<file path="config.mk">
export PLATFORM = sky130hd
export DESIGN_NAME = elbeth_mult_div
export DESIGN_NICKNAME = d
export VERILOG_FILES = /design/src/rtl/elbeth_mult_div_pkg.sv /design/src/rtl/elbeth_md_datapath.sv /design/src/rtl/elbeth_mult_div.sv
export SDC_FILE = /design/constraint.sdc
export NUM_CORES = 1
export LEC_CHECK = 0
export CORE_MARGIN = 2
export CORE_UTILIZATION = 50
export CTS_CLUSTER_SIZE = 28
export DETAILED_ROUTE_END_ITERATION = 6
export PLACE_DENSITY_LB_ADDON = 0.1
export SYNTH_ARGS = -nofsm -noshare
export SYNTH_HDL_FRONTEND = slang
export SYNTH_HIERARCHICAL = 1
export SYNTH_SLANG_ARGS = --single-unit
</file>
<file path="constraint.sdc">
create_clock -name clk -period 6.5 [get_ports clk]
set_input_delay 1.3 -clock clk [delete_from_list [all_inputs] [get_ports clk]]
set_output_delay 1.3 -clock clk [all_outputs]
set_load 0.05 [all_outputs]
</file>
<file path="src/rtl/elbeth_mult_div_pkg.sv">
// Shared encodings, constants and helpers for the ELBETH iterative multiply/divide unit.
package elbeth_mult_div_pkg;

    typedef enum logic [2:0] {
        MD_MUL    = 3'd0,
        MD_MULH   = 3'd1,
        MD_MULHSU = 3'd2,
        MD_MULHU  = 3'd3,
        MD_DIV    = 3'd4,
        MD_DIVU   = 3'd5,
        MD_REM    = 3'd6,
        MD_REMU   = 3'd7
    } md_op_e;

    typedef enum logic [1:0] {
        ST_IDLE   = 2'd0,
        ST_CALC   = 2'd1,
        ST_FINISH = 2'd2
    } md_state_e;

    localparam logic [31:0] MD_MIN_NEG  = 32'h8000_0000;
    localparam logic [31:0] MD_ALL_ONES = 32'hFFFF_FFFF;

    function automatic logic [31:0] md_cond_neg(input logic [31:0] v, input logic neg);
        return neg ? (~v + 32'd1) : v;
    endfunction

endpackage

</file>
<file path="src/rtl/elbeth_md_datapath.sv">
// One shift-add / restoring-divide iteration step plus the final sign correction
// applied to the value produced by that step.
module elbeth_md_datapath
    import elbeth_mult_div_pkg::*;
#(
    parameter int XLEN = 32
) (
    input  md_op_e              op_i,
    input  logic                neg_i,
    input  logic [2*XLEN-1:0]   acc_i,
    input  logic [XLEN-1:0]     x_i,
    input  logic [XLEN-1:0]     y_i,
    output logic [2*XLEN-1:0]   acc_nxt_o,
    output logic [XLEN-1:0]     x_nxt_o,
    output logic [XLEN-1:0]     result_o
);

    logic [XLEN:0]     mul_sum;
    logic [XLEN:0]     trial;
    logic [XLEN+1:0]   diff;
    logic              q_bit;
    logic [XLEN-1:0]   rem_new;
    logic [2*XLEN-1:0] prod;

    always_comb begin
        mul_sum = {1'b0, acc_i[2*XLEN-1:XLEN]} + {1'b0, (x_i[0] ? y_i : {XLEN{1'b0}})};
        // Division: acc high half is the partial remainder, x shifts the dividend in MSB-first.
        trial   = {acc_i[2*XLEN-1:XLEN], x_i[XLEN-1]};
        diff    = {1'b0, trial} - {2'b00, y_i};
        q_bit   = ~diff[XLEN+1];
        rem_new = q_bit ? diff[XLEN-1:0] : trial[XLEN-1:0];

        if (op_i[2]) begin
            acc_nxt_o = {rem_new, acc_i[XLEN-2:0], q_bit};
            x_nxt_o   = x_i << 1;
        end else begin
            acc_nxt_o = {mul_sum, acc_i[XLEN-1:1]};
            x_nxt_o   = x_i >> 1;
        end

        prod = neg_i ? (~acc_nxt_o + (2*XLEN)'(1)) : acc_nxt_o;

        case (op_i)
            MD_MUL:                       result_o = prod[XLEN-1:0];
            MD_MULH, MD_MULHSU, MD_MULHU: result_o = prod[2*XLEN-1:XLEN];
            MD_DIV, MD_DIVU:              result_o = md_cond_neg(acc_nxt_o[XLEN-1:0], neg_i);
            default:                      result_o = md_cond_neg(acc_nxt_o[2*XLEN-1:XLEN], neg_i);
        endcase
    end

endmodule

</file>
<file path="src/rtl/elbeth_mult_div.sv">
// Iterative RV32M multiply/divide unit: 32-cycle shift-add multiply or restoring divide on
// operand magnitudes, with division special cases resolved in a single cycle.
module elbeth_mult_div
    import elbeth_mult_div_pkg::*;
#(
    parameter int XLEN = 32,
    parameter int ITER = 32
) (
    input  logic            clk,
    input  logic            rst_n,
    input  logic            md_start,
    input  logic [2:0]      md_op,
    input  logic [XLEN-1:0] md_operand_a,
    input  logic [XLEN-1:0] md_operand_b,
    input  logic            md_kill,
    output logic            md_busy,
    output logic            md_done,
    output logic [XLEN-1:0] md_result
);

    localparam int CNT_W = $clog2(ITER);

    md_state_e         state_q, state_d;
    md_op_e            op_q, op_d, op_in;
    logic [XLEN-1:0]   x_q, x_d, y_q, y_d, result_q, result_d;
    logic [2*XLEN-1:0] acc_q, acc_d, dp_acc_nxt;
    logic [CNT_W-1:0]  cnt_q, cnt_d;
    logic              neg_q, neg_d;
    logic [XLEN-1:0]   dp_x_nxt, dp_result;

    logic              a_signed, b_signed, sign_a, sign_b, neg_in;
    logic              div_zero, div_ovf, special, launch;
    logic [XLEN-1:0]   mag_a, mag_b, special_res;

    always_comb begin
        op_in    = md_op_e'(md_op);
        a_signed = (op_in == MD_MUL) || (op_in == MD_MULH) || (op_in == MD_MULHSU) ||
                   (op_in == MD_DIV) || (op_in == MD_REM);
        b_signed = (op_in == MD_MUL) || (op_in == MD_MULH) ||
                   (op_in == MD_DIV) || (op_in == MD_REM);
        sign_a   = a_signed & md_operand_a[XLEN-1];
        sign_b   = b_signed & md_operand_b[XLEN-1];
        mag_a    = md_cond_neg(md_operand_a, sign_a);
        mag_b    = md_cond_neg(md_operand_b, sign_b);
        // Remainder takes the dividend's sign; everything else the product/quotient sign.
        neg_in   = (op_in == MD_REM || op_in == MD_REMU) ? sign_a : (sign_a ^ sign_b);

        div_zero = op_in[2] && (md_operand_b == '0);
        div_ovf  = (op_in == MD_DIV || op_in == MD_REM) &&
                   (md_operand_a == MD_MIN_NEG) && (md_operand_b == MD_ALL_ONES);
        special  = div_zero || div_ovf;
        if (div_zero) special_res = op_in[1] ? md_operand_a : MD_ALL_ONES;
        else          special_res = op_in[1] ? '0 : MD_MIN_NEG;

        launch   = md_start && !md_kill && (state_q != ST_CALC);
    end

    elbeth_md_datapath #(
        .XLEN (XLEN)
    ) u_datapath (
        .op_i      (op_q),
        .neg_i     (neg_q),
        .acc_i     (acc_q),
        .x_i       (x_q),
        .y_i       (y_q),
        .acc_nxt_o (dp_acc_nxt),
        .x_nxt_o   (dp_x_nxt),
        .result_o  (dp_result)
    );

    always_comb begin
        state_d  = state_q;
        op_d     = op_q;
        x_d      = x_q;
        y_d      = y_q;
        acc_d    = acc_q;
        cnt_d    = cnt_q;
        neg_d    = neg_q;
        result_d = result_q;

        case (state_q)
            ST_CALC: begin
                acc_d = dp_acc_nxt;
                x_d   = dp_x_nxt;
                cnt_d = cnt_q + CNT_W'(1);
                if (cnt_q == CNT_W'(ITER - 1)) begin
                    state_d  = ST_FINISH;
                    result_d = dp_result;
                end
            end
            default: begin
                state_d = ST_IDLE;
                if (launch && special) begin
                    state_d  = ST_FINISH;
                    result_d = special_res;
                end else if (launch) begin
                    state_d = ST_CALC;
                    op_d    = op_in;
                    neg_d   = neg_in;
                    x_d     = op_in[2] ? mag_a : mag_b;
                    y_d     = op_in[2] ? mag_b : mag_a;
                    acc_d   = '0;
                    cnt_d   = '0;
                end
            end
        endcase

        if (md_kill) begin
            state_d  = ST_IDLE;
            result_d = result_q;
        end
    end

    always_ff @(posedge clk or negedge rst_n) begin
        if (!rst_n) begin
            state_q  <= ST_IDLE;
            op_q     <= MD_MUL;
            x_q      <= '0;
            y_q      <= '0;
            acc_q    <= '0;
            cnt_q    <= '0;
            neg_q    <= 1'b0;
            result_q <= '0;
        end else begin
            state_q  <= state_d;
            op_q     <= op_d;
            x_q      <= x_d;
            y_q      <= y_d;
            acc_q    <= acc_d;
            cnt_q    <= cnt_d;
            neg_q    <= neg_d;
            result_q <= result_d;
        end
    end

    assign md_busy   = (state_q == ST_CALC);
    assign md_done   = (state_q == ST_FINISH);
    assign md_result = result_q;

endmodule

</file>
### Sizing map, run 1

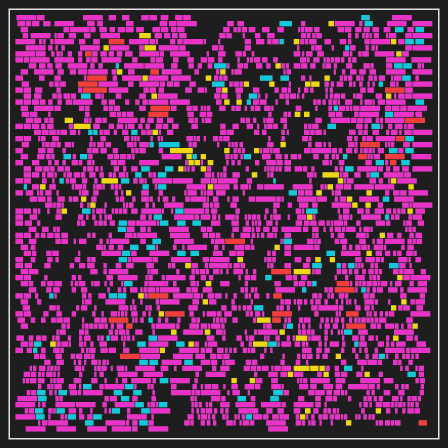
size	color	cells	share
x1 and smaller	magenta	2030	89%
x2	cyan	128	5.6%
x3 and x4	yellow	97	4.2%
x6 and larger	red	30	1.3%

### Placed cells, one color a class, run 1

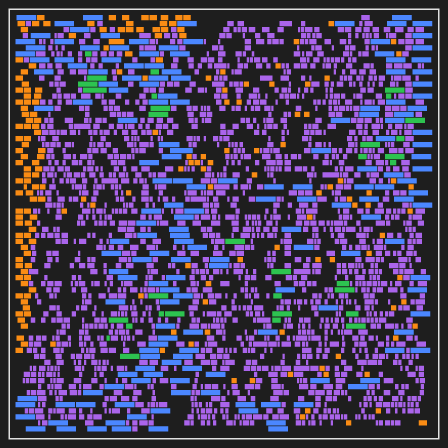
class	color	cells
clock drivers and dummy loads	green	32
sequential cells	blue	171
remaining buffers and delay cells	orange	185
remaining logic cells	purple	1897

==> out/metrics.yaml, run 1 <==
skew_ns: 0.01126
fp-row-count: 69
r2r_setup_slack_ns: 0.17
slowest_delay_ns: 0.91
fin_setup_tns_ns: 0
top_cells_by_area: "dfrtp_1 (24%), ha_1 (5.0%), mux2_2 (4.9%)"
route.detailed.drc: 0
rsz0062_at_grt: "no"
root_buffer: "clkbuf_16"
warnings: 27
totalPowerFinal_mw: 8.429
area_growth_pct: 12.61
top_power_group: "combinational logic"
ys_warn_count: 6
xor_share_pct: 7.401
pg_seq_mw: 1.56
drt-met1-wl_um: 30860
p_leak_nw: 8.731
die_w_um: 192.4
dr_total_vias: 18440
top_area_share_pct: 24.11
routed-wl-met3_um: 5352
fa_ha_area_share_pct: 5.230
worstHoldStart: "md_result[7]"
status: "finished, final reports clean"
cts_tree: "yes"
cp-end-kind: "register"
nets: 2416
critical_path_arrival_ns: 6.74
logic_family: "AND-OR/OR-AND gates"
### Congestion heat map, run 1

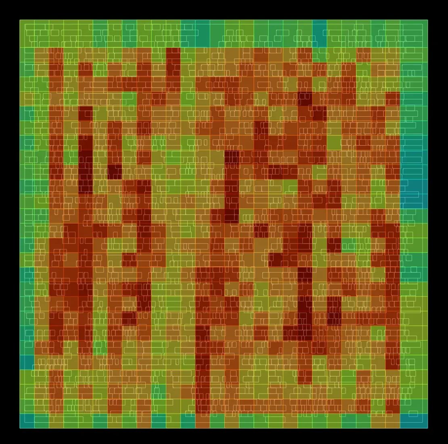
GR Util All Layers: 37.95%
GR Util met1: 53.71%
grt peak-use layer: met2
final core utilization: 56.75%

### Cell density map, run 1

The die is cut into 19 by 19 equal tiles; black is low, pale yellow is high, 0 to 100% covered.
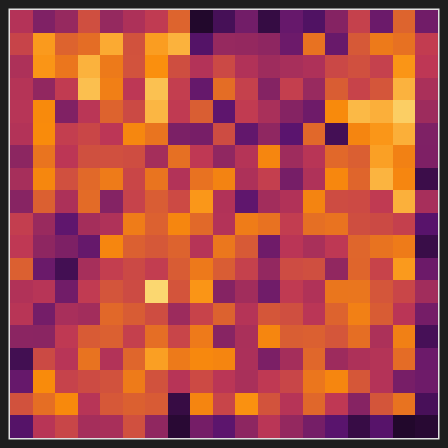
fullest tile	91%
mean over tiles	52%
tiles over 75% full	7.2%

==> run 1: sequential cells by signal (all words and copies together) (netlist names) <==
name / cells
y_q: 32
acc_q: 64
neg_q: 1
state_q: 2
x_q: 32
cnt_q: 5
op_q: 3
md_result: 32
==> run 1: placed cells by master, fill, tap and decap left out, types with 80 or more instances in the layout <==
master           synthesis  final
o21ai_0                164    164
clkdlybuf4s50_1          0    102
a22o_1                 100    100
nor2_1                 138    136
buf_4                    6     80
a21oi_1                132    132
dfrtp_1                171    169
xnor2_1                 96     96
inv_1                   86     85
nand2_1                184    184
==> run 1: final cells by class <==
class                      instances  share of cell area (%)
tap                              461                   2.886
timing repair buffer             185                   8.294
inverter                          89                   1.678
clock inverter                    15                  0.8638
clock buffer                      17                   2.128
multi-input combinational       1808                   62.72
sequential                       171                   21.43
==> run 1: through the flow <==
| stage | util [%] | worst slack [ns] | area [um^2] | instances |
|---|---|---|---|---|
| floorplan | - | 0.6929 | 17750 | 2206 |
| CTS | 56.73 | 0.4145 | 19980 | 2746 |
| detailed placement | 55.03 | 0.4756 | 19380 | 2714 |
| global route | 56.75 | 0.02809 | 19990 | 2746 |
| finish | 56.75 | 0.1672 | 19990 | 2746 |
| global placement | 55.03 | 0.4035 | 19380 | 2714 |
==> run 1: critical path: cells and delay by family, from the launching register on <==
kind                     cells  cell delay, ns
AND-OR/OR-AND                8            2.53
AND/OR/NAND/NOR              5            1.68
XOR/XNOR                     1            0.21
multiplexers                 1            0.37
adder cells (fa/ha/maj)      1            0.41
buffers and inverters        2            0.45
flip-flops                   1            0.63
==> run 1: repair_timing <==
action / in CTS / in global routing
setup endpoints to repair: 0 / 1
hold buffers: 0 / 0
endpoints found under the hold margin: 0 / 0
resized: 0 / 1
### Sequential cells colored by netlist name, run 1

Other sequential cells in the stronger gray, the rest of the logic in the fainter gray.
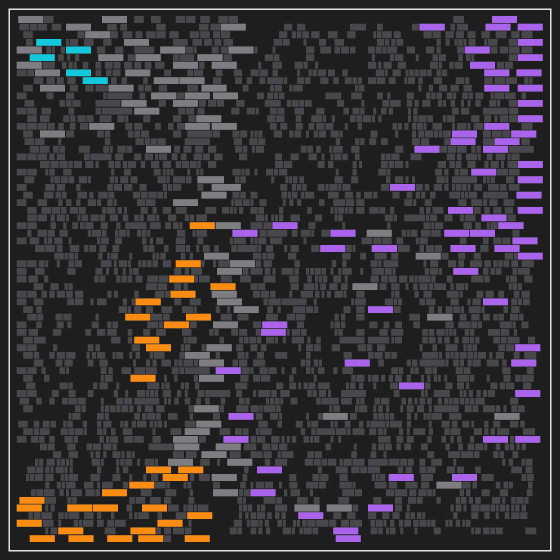

==> run 2, diff against run 1 <==
==> constraint.sdc (replaced) <==
create_clock -name clk -period 7.4 [get_ports clk]
set_input_delay 1.48 -clock clk [delete_from_list [all_inputs] [get_ports clk]]
set_output_delay 1.48 -clock clk [all_outputs]
set_load 0.05 [all_outputs]
### Sequential cells colored by netlist name, run 2

Other sequential cells in the stronger gray, the rest of the logic in the fainter gray.
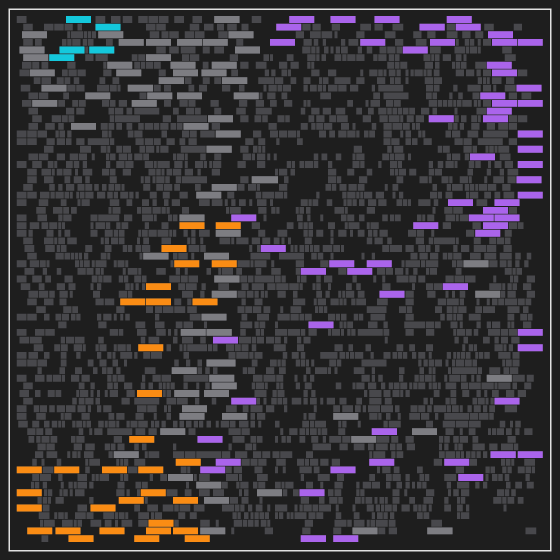
signal	color	placed flops
cnt_q	cyan	5
acc_q	purple	64
x_q	orange	32
not colored	70

### Sizing map, run 2

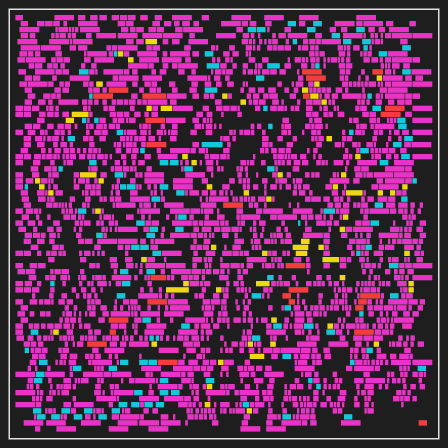
size	color	cells	share
x2	cyan	127	5.6%
x3 and x4	yellow	65	2.9%
x6 and larger	red	27	1.2%
x1 and smaller	magenta	2033	90%

==> run 2 against run 1 <==
  * The flow now finishes with violations (design-rule violations)
  * Sequential power down about 10%
  * Routed wire length decreased by 1.1%
  * First-iteration DRC count down 7.4%
  * Register-to-register slack gained 0.70 ns
  * Clock power down about 10%
  * Critical path type unchanged
  * Highest routed layer is now met4
==> out/metrics.yaml, run 2 <==
dpl_worst_slack_ns: 1.154
skew_ns: 0.02155
cp-end-kind: "register"
fin_cells: 2713
die_w_um: 192.4
violations: "design-rule violations"
slowest_delay_ns: 0.55
path_delay_family: "AND-OR/OR-AND gates"
final_common_cell: "nand2_1"
cts_tree: "yes"
fin_setup_tns_ns: 0
p_leak_nw: 8.563
status: "complete, but fails checks"
postPlaceCellArea_um2: 19130
route.detailed.drc: 26
placed_cells: 2681
largest_reg_flops: 64
top_cells_by_area: "dfrtp_1 (24%), ha_1 (5.0%), mux2_2 (4.9%)"
utilization_pct: 55.95
ctsHoldBuffers: 0
rsz0062_at_grt: "no"
grtUsageTotal_pct: 37.32
critical_path_arrival_ns: 6.88
layout_top_cells: "nand2_1 (184), dfrtp_1 (169), o21ai_0 (164)"
area_growth_pct: 11.02
setup_slack_ns: 0.8699
root_buffer: "clkbuf_16"
cts_resized: 0
worstHoldStart: "md_result[0]"
regMostFlops: "acc_q"
ys_warn_count: 6
==> run 2: netlist changes by cell type in the layout (fill, tap and decap cells not counted), moves of 2 or more <==
cell | before | now
inv_8 | 5 | 3
clkinv_8 | 2 | 0
clkinv_4 | 0 | 2
buf_4 | 80 | 47
==> run 2: cells by family after synthesis <==
| logic type | synth area share, % |
|---|---|
| XOR/XNOR | 7.401 |
| AND/OR/NAND/NOR | 19.94 |
| multiplexers | 7.937 |
| adder cells (fa/ha/maj) | 5.230 |
| buffers and inverters | 5.399 |
| AND-OR/OR-AND | 29.99 |
| flip-flops | 24.11 |
==> run 2: layout make-up <==
cell class                 instances  area, um^2
clock buffer                      19       442.9
clock inverter                    13       132.6
fill                            3372       15520
inverter                          89       335.3
multi-input combinational       1808       12520
sequential                       171        4284
tap                              461       576.8
timing repair buffer             152        1410
==> run 2: layer usage <==
layer  vias to the layer above  share of wire (%)  GRT usage, %
li1                       8324                  -             -
met3                       168                8.7         5.983
met5                         -                  0             0
met2                       898                 42         54.59
met1                      8907                 43         52.04
met4                         0                6.0         21.14
==> run 2: worst max-delay path by stage <==
stage	cells after the start	slack, ns	end	startpoint
after floorplan	21	1.59	md_result[22]	op_q[2]
after global placement	21	1.26	md_result[18]	acc_q[39]
after detailed placement	21	1.15	md_result[18]	acc_q[39]
after CTS	21	1.10	md_result[18]	acc_q[39]
after global routing	21	0.50	md_result[18]	acc_q[39]
final	21	0.87	md_result[18]	acc_q[39]
==> run 2: power by group through the flow <==
| stage | combinational [mW] | clock, mW | sequential [mW] |
|---|---|---|---|
| floorplan | 3.27 | 0 | 1.28 |
| global placement | 4.68 | 0 | 1.40 |
| detailed placement | 4.72 | 0 | 1.40 |
| CTS | 4.74 | 0.945 | 1.39 |
| global route | 5.23 | 0.979 | 1.42 |
| finish | 4.90 | 0.936 | 1.39 |
Power figures rest on the tool's default switching activity, not on a simulated workload.
